==> src/rtl/cpu_pkg.sv <==
// Shared types and default sizes for the register-bank write arbiter.
package cpu_pkg;

  typedef enum logic {
    IDLE = 1'b0,
    GNT  = 1'b1
  } state_t;

  localparam int DEF_WIDTH = 8;
  localparam int DEF_NREGS = 8;
  localparam int DEF_AW    = 3;

  // (a + b) mod n for operands already below n, so no divider is needed
  function automatic int wrap_add(input int a, input int b, input int n);
    return (a + b >= n) ? a + b - n : a + b;
  endfunction

endpackage

==> src/rtl/rr_pick.sv <==
// Combinational round-robin scan: first set bit of eligible at or above ptr,
// wrapping from NREQ-1 back to 0.
module rr_pick
  import cpu_pkg::*;
#(
  parameter int NREQ = 3,
  parameter int IW   = $clog2(NREQ)
) (
  input  logic [NREQ-1:0] eligible,
  input  logic [IW-1:0]   ptr,
  output logic            valid,
  output logic [IW-1:0]   idx
);

  logic [IW-1:0] pos [NREQ];

  genvar gi;
  generate
    for (gi = 0; gi < NREQ; gi++) begin : g_pos
      assign pos[gi] = IW'(wrap_add(int'(ptr), gi, NREQ));
    end
  endgenerate

  // Scan from the far end so the candidate closest to ptr overwrites the rest
  always_comb begin
    valid = 1'b0;
    idx   = '0;
    for (int k = NREQ - 1; k >= 0; k--) begin
      if (eligible[pos[k]]) begin
        valid = 1'b1;
        idx   = pos[k];
      end
    end
  end

endmodule

==> src/rtl/regfile_wr_arbiter.sv <==
// Round-robin arbiter for the register bank's single write port: registered
// one-hot grant, one-hot register enable and shared write data.
module regfile_wr_arbiter
  import cpu_pkg::*;
#(
  parameter int NREQ     = 3,
  parameter int NREGS    = DEF_NREGS,
  parameter int AW       = DEF_AW,
  parameter int WIDTH    = DEF_WIDTH,
  parameter int ZERO_REG = 1
) (
  input  logic                  clk,
  input  logic                  reset,
  input  logic [NREQ-1:0]       req,
  input  logic [NREQ*AW-1:0]    req_addr,
  input  logic [NREQ*WIDTH-1:0] req_data,
  output logic [NREQ-1:0]       grant,
  output logic [NREGS-1:0]      wr_en,
  output logic [WIDTH-1:0]      wr_data,
  output logic                  busy
);

  localparam int IW = $clog2(NREQ);

  state_t           state_reg, state_next;
  logic [IW-1:0]    ptr_reg, ptr_next;
  logic [IW-1:0]    last_reg, last_next;
  logic [NREQ-1:0]  grant_reg, grant_next;
  logic [NREGS-1:0] wr_en_reg, wr_en_next;
  logic [WIDTH-1:0] wr_data_reg, wr_data_next;

  logic [AW-1:0]    addr_arr [NREQ];
  logic [WIDTH-1:0] data_arr [NREQ];
  logic [NREQ-1:0]  mask, eligible, sel;
  logic [NREGS-1:0] dec;
  logic             win_valid;
  logic [IW-1:0]    win_idx;
  logic [AW-1:0]    win_addr;

  genvar gi;
  generate
    for (gi = 0; gi < NREQ; gi++) begin : g_req
      assign addr_arr[gi] = req_addr[gi*AW +: AW];
      assign data_arr[gi] = req_data[gi*WIDTH +: WIDTH];
      // Last winner is still dropping req this cycle; ignore it once
      assign mask[gi]     = (state_reg == GNT) && (last_reg == IW'(gi));
      assign sel[gi]      = (win_idx == IW'(gi));
    end
  endgenerate

  assign eligible = req & ~mask;
  assign busy     = |eligible;

  rr_pick #(
    .NREQ (NREQ),
    .IW   (IW)
  ) u_pick (
    .eligible (eligible),
    .ptr      (ptr_reg),
    .valid    (win_valid),
    .idx      (win_idx)
  );

  assign win_addr = addr_arr[win_idx];

  generate
    for (gi = 0; gi < NREGS; gi++) begin : g_dec
      assign dec[gi] = (win_addr == AW'(gi)) && !((ZERO_REG != 0) && (gi == 0));
    end
  endgenerate

  always_comb begin
    state_next   = IDLE;
    ptr_next     = ptr_reg;
    last_next    = last_reg;
    grant_next   = '0;
    wr_en_next   = '0;
    wr_data_next = wr_data_reg;
    if (win_valid) begin
      state_next   = GNT;
      grant_next   = sel;
      wr_en_next   = dec;
      wr_data_next = data_arr[win_idx];
      ptr_next     = (win_idx == IW'(NREQ - 1)) ? '0 : win_idx + 1'b1;
      last_next    = win_idx;
    end
  end

  always_ff @(posedge clk or posedge reset) begin
    if (reset) begin
      state_reg   <= IDLE;
      ptr_reg     <= '0;
      last_reg    <= '0;
      grant_reg   <= '0;
      wr_en_reg   <= '0;
      wr_data_reg <= '0;
    end else begin
      state_reg   <= state_next;
      ptr_reg     <= ptr_next;
      last_reg    <= last_next;
      grant_reg   <= grant_next;
      wr_en_reg   <= wr_en_next;
      wr_data_reg <= wr_data_next;
    end
  end

  assign grant   = grant_reg;
  assign wr_en   = wr_en_reg;
  assign wr_data = wr_data_reg;

endmodule

==> config.mk <==
export PLATFORM = sky130hd
export DESIGN_NAME = regfile_wr_arbiter
export DESIGN_NICKNAME = d
export VERILOG_FILES = /design/src/rtl/cpu_pkg.sv /design/src/rtl/rr_pick.sv /design/src/rtl/regfile_wr_arbiter.sv
export SDC_FILE = /design/constraint.sdc
export NUM_CORES = 1
export LEC_CHECK = 0
export ABC_CLOCK_PERIOD_IN_PS = 4500
export CORE_MARGIN = 2
export CORE_UTILIZATION = 30
export DETAILED_ROUTE_END_ITERATION = 10
export GPL_ROUTABILITY_DRIVEN = 0
export PLACE_DENSITY_LB_ADDON = 0.15
export SKIP_CTS_REPAIR_TIMING = 1
export SYNTH_ARGS = -nofsm -noshare
export SYNTH_HDL_FRONTEND = slang
export SYNTH_HIERARCHICAL = 1
export SYNTH_SLANG_ARGS = --single-unit
==> constraint.sdc <==
create_clock -name clk -period 4.5 [get_ports clk]
set_input_delay 0.9 -clock clk [delete_from_list [all_inputs] [get_ports clk]]
set_output_delay 0.9 -clock clk [all_outputs]
set_load 0.005 [all_outputs]
==> deck_impl_summary.md <==
Flow Results at a Glance

Synthesis
  – Cell with the most instances after synthesis: dfrtp_1
  – Yosys warns: 6
  – Mux frac, synth: 10.4%
  – Ys cells: 127
  – Synth Instances: between 100 and 150
  – Cell area leaders: dfrtp_1, mux2_2, nor2_1, mux2i_1, nor3_1
  – Synth Area in Adders: around 2.9%
  – Yosys chip area: ~0.0013 mm^2
  – Synthesized cell area: 0.00128 mm^2
  – Syn_area_per_cell: between 10 and 15 um^2
  – Post-Synth Simple-Gate Area: between 10 and 15%
  – Xor/xnor share: 0%
  – Area leader share: 44.9%
  – Synth cell types: 37
  – Synthesized registers: 23
  – Seq share, synth: around 45%
  – Dominant comb cell: AND-OR/OR-AND gates
  – Net Count, Synth: ~170
  – Yosys top cell by area: dfrtp_1
  – Ys async rst share: 100%
  – Synth cell count leaders: dfrtp_1, nor2_1, inv_1, nor3_1, mux2_2
  – Post-synth EDFFs: 0

Finish
  – Flop count: 23
  – Layout clock buffers: 4
  – Layout area overhead: 50.3%
  – Final instance area: just under 0.002 mm^2
  – Max reg flops: 8
  – Most numerous logic cell after layout: clkdlybuf4s50_1
  – Final net count: ~220
  – Comb_multi_in: ~88
  – Layout Cells excl Fill: between 200 and 250
  – Most numerous logic cells after layout: clkdlybuf4s50_1, dfrtp_1, nor2_1, inv_1, nor3_1
  – Area-dominant cell class after layout: logic gates
  – Register area: ~580 um^2
  – Clk cell area share: 2.34%
  – Layout fillers: around 380
  – Comb/total area: about 33%
  – Multi-input gate area: between 600 and 700 um^2
  – Non-clock buffer share: 30.3%
  – Sequential share of cell area: around 30%
  – Non-clk bufs: 59

Job
  – Log Warnings: 28
  – Maxcap violations: 0

Worst setup path
  – Critical Path RT: approximately 4.7 ns
  – FF-to-FF Start: last_reg[0]$_DFFE_PP0P_
  – Crit path cell chain: clkdlybuf4s50_1, inv_1, a31oi_1, mux2i_1, o221ai_1, o311ai_2, buf_4, nor2b_1, a2bb2oi_1, nor3_1
  – Critical Path Start: req[1]
  – Crit-path leading delay family: AND-OR/OR-AND gates
  – Startpoint types: primary input
  – Reg2Reg Depth: 8
  – CP Depth: 10
  – Crit path buf inv count: 3
  – Worst setup endpoint: wr_en[1]$_DFF_PP0_
  – Worst Path Max Fanout: 18
  – Setup slack, reg-to-reg: around 1.6 ns
  – Max stage delay on crit path: approximately 0.63 ns

Power and ir drop
  – Sequential share of power: between 20 and 30%
  – Internal power: ~800 uW
  – Sequential power: between 300 and 400 uW
  – Combinational Power: between 800 and 900 uW
  – VDD IR max: approximately 0.25 mV
  – Cell leakage power: about 0.81 nW
  – Total Power: 1.31 mW
  – Top power group: combinational logic
  – Switching power: around 500 uW
  – Clock Power Share: about a tenth
  – Clock-net power: between 100 and 150 uW
  – Switch share: between 30 and 40%

Global route
  – Antenna violations before repair: 0
  – Met2 Track Usage GR: 22.5%
  – Met3 usage: under 10%
  – Busiest grt layer: met2
  – Global-route wire length before repair: between 5 and 6 mm
  – Met1 GRT Util: between 10% and 20%
  – GRT Residual Overflow: 0

Clock tree
  – Clock Tree Root: clkbuf_8
  – Clock slew at reported path FFs: roughly 0.08 ns
  – TritonCTS clock tree: done
  – Clock Sinks: 23
  – Total CTS buffers: 3
  – H-tree levels: 1
  – Clk latency late pin: between 0.2 and 0.3 ns

Final timing
  – Final worst slack: 0.920 ns
  – Hold_ws: a little under 0.5 ns
  – Clock Skew: between 0.001 and 0.0015 ns
  – Min Clock Period, post-route: 3.58 ns
  – Slew @ Worst Pin: 0.860 ns
  – Setup tns final: 0 ns
  – RSZ-0062 raised after global routing: no
  – Final setup fails: 0
  – Pins over their slew limit: 0
  – Final period util: 79.6%
  – Max transition margin: between 40% and 50%
  – Max Fclk: between 0.2 and 0.3 GHz
  – Final Hold Fails: 0

Detailed routing
  – Initial DRC count: 22
  – Post-DR vias/cell: between 4 and 5
  – Met2 WL: roughly 1.5 mm
  – Top Layer Used: met4
  – Routed Antenna Nets: 0
  – DR pass1 iterations: 4
  – Met3 wire len: 174 um

Min path
  – Hold_sp: wr_data[6]$_DFFE_PP0P_
  – Hold WC Path Type: reg2reg
  – Hold Path Depth: 1

Floorplanning
  – I/O pin cnt: roughly 58
  – Floorplan Utilization: about a third
  – DIE AREA: about 0.0048 mm^2
  – TAP cells: roughly 50
  – Die width: approximately 69 um

Place
  – Post-DP Area: 0.00188 mm^2
  – Placed insts: 228
  – Detailed Place HPWL: about 2.5 mm

Status
  – Status: finished, final reports clean
Figure 1. Routed metal, one color a layer.
Scale bar: 20 um.
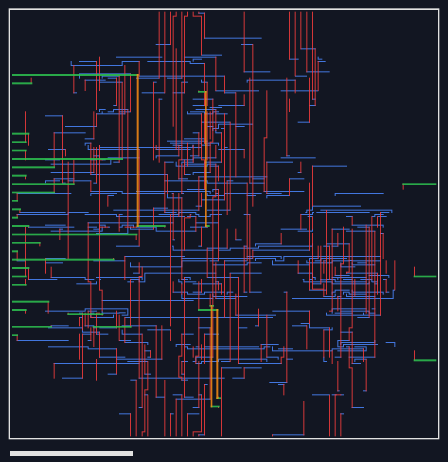
met1: in blue, wire length 1440 um. met2: in red, wire length 1540 um. met3: in green, wire length 175 um. met4: in orange, wire length 76.8 um.
gr usage total: 14.1%
WL/cell: 13.9 um
vias post-DR: 1148
WL final: 3.23 mm

Figure 2. Cell sizes after repair.
Scale bar: 20 um.
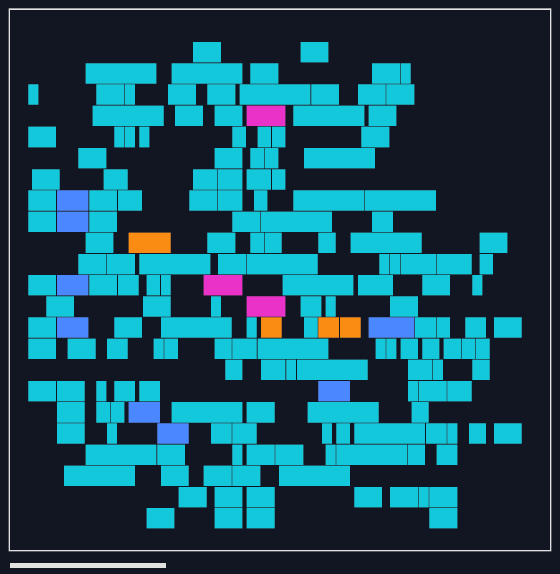
drive 1 or less: in cyan, cells 167, share 92%, most used clkdlybuf4s50_1. drive 2: in blue, cells 8, share 4.4%, most used mux2_2. drive 3 to 4: in orange, cells 4, share 2.2%, most used buf_4. drive 6 and up: in magenta, cells 3, share 1.6%, most used clkbuf_8.

Power figures rest on the tool's default switching activity, not on a simulated workload.
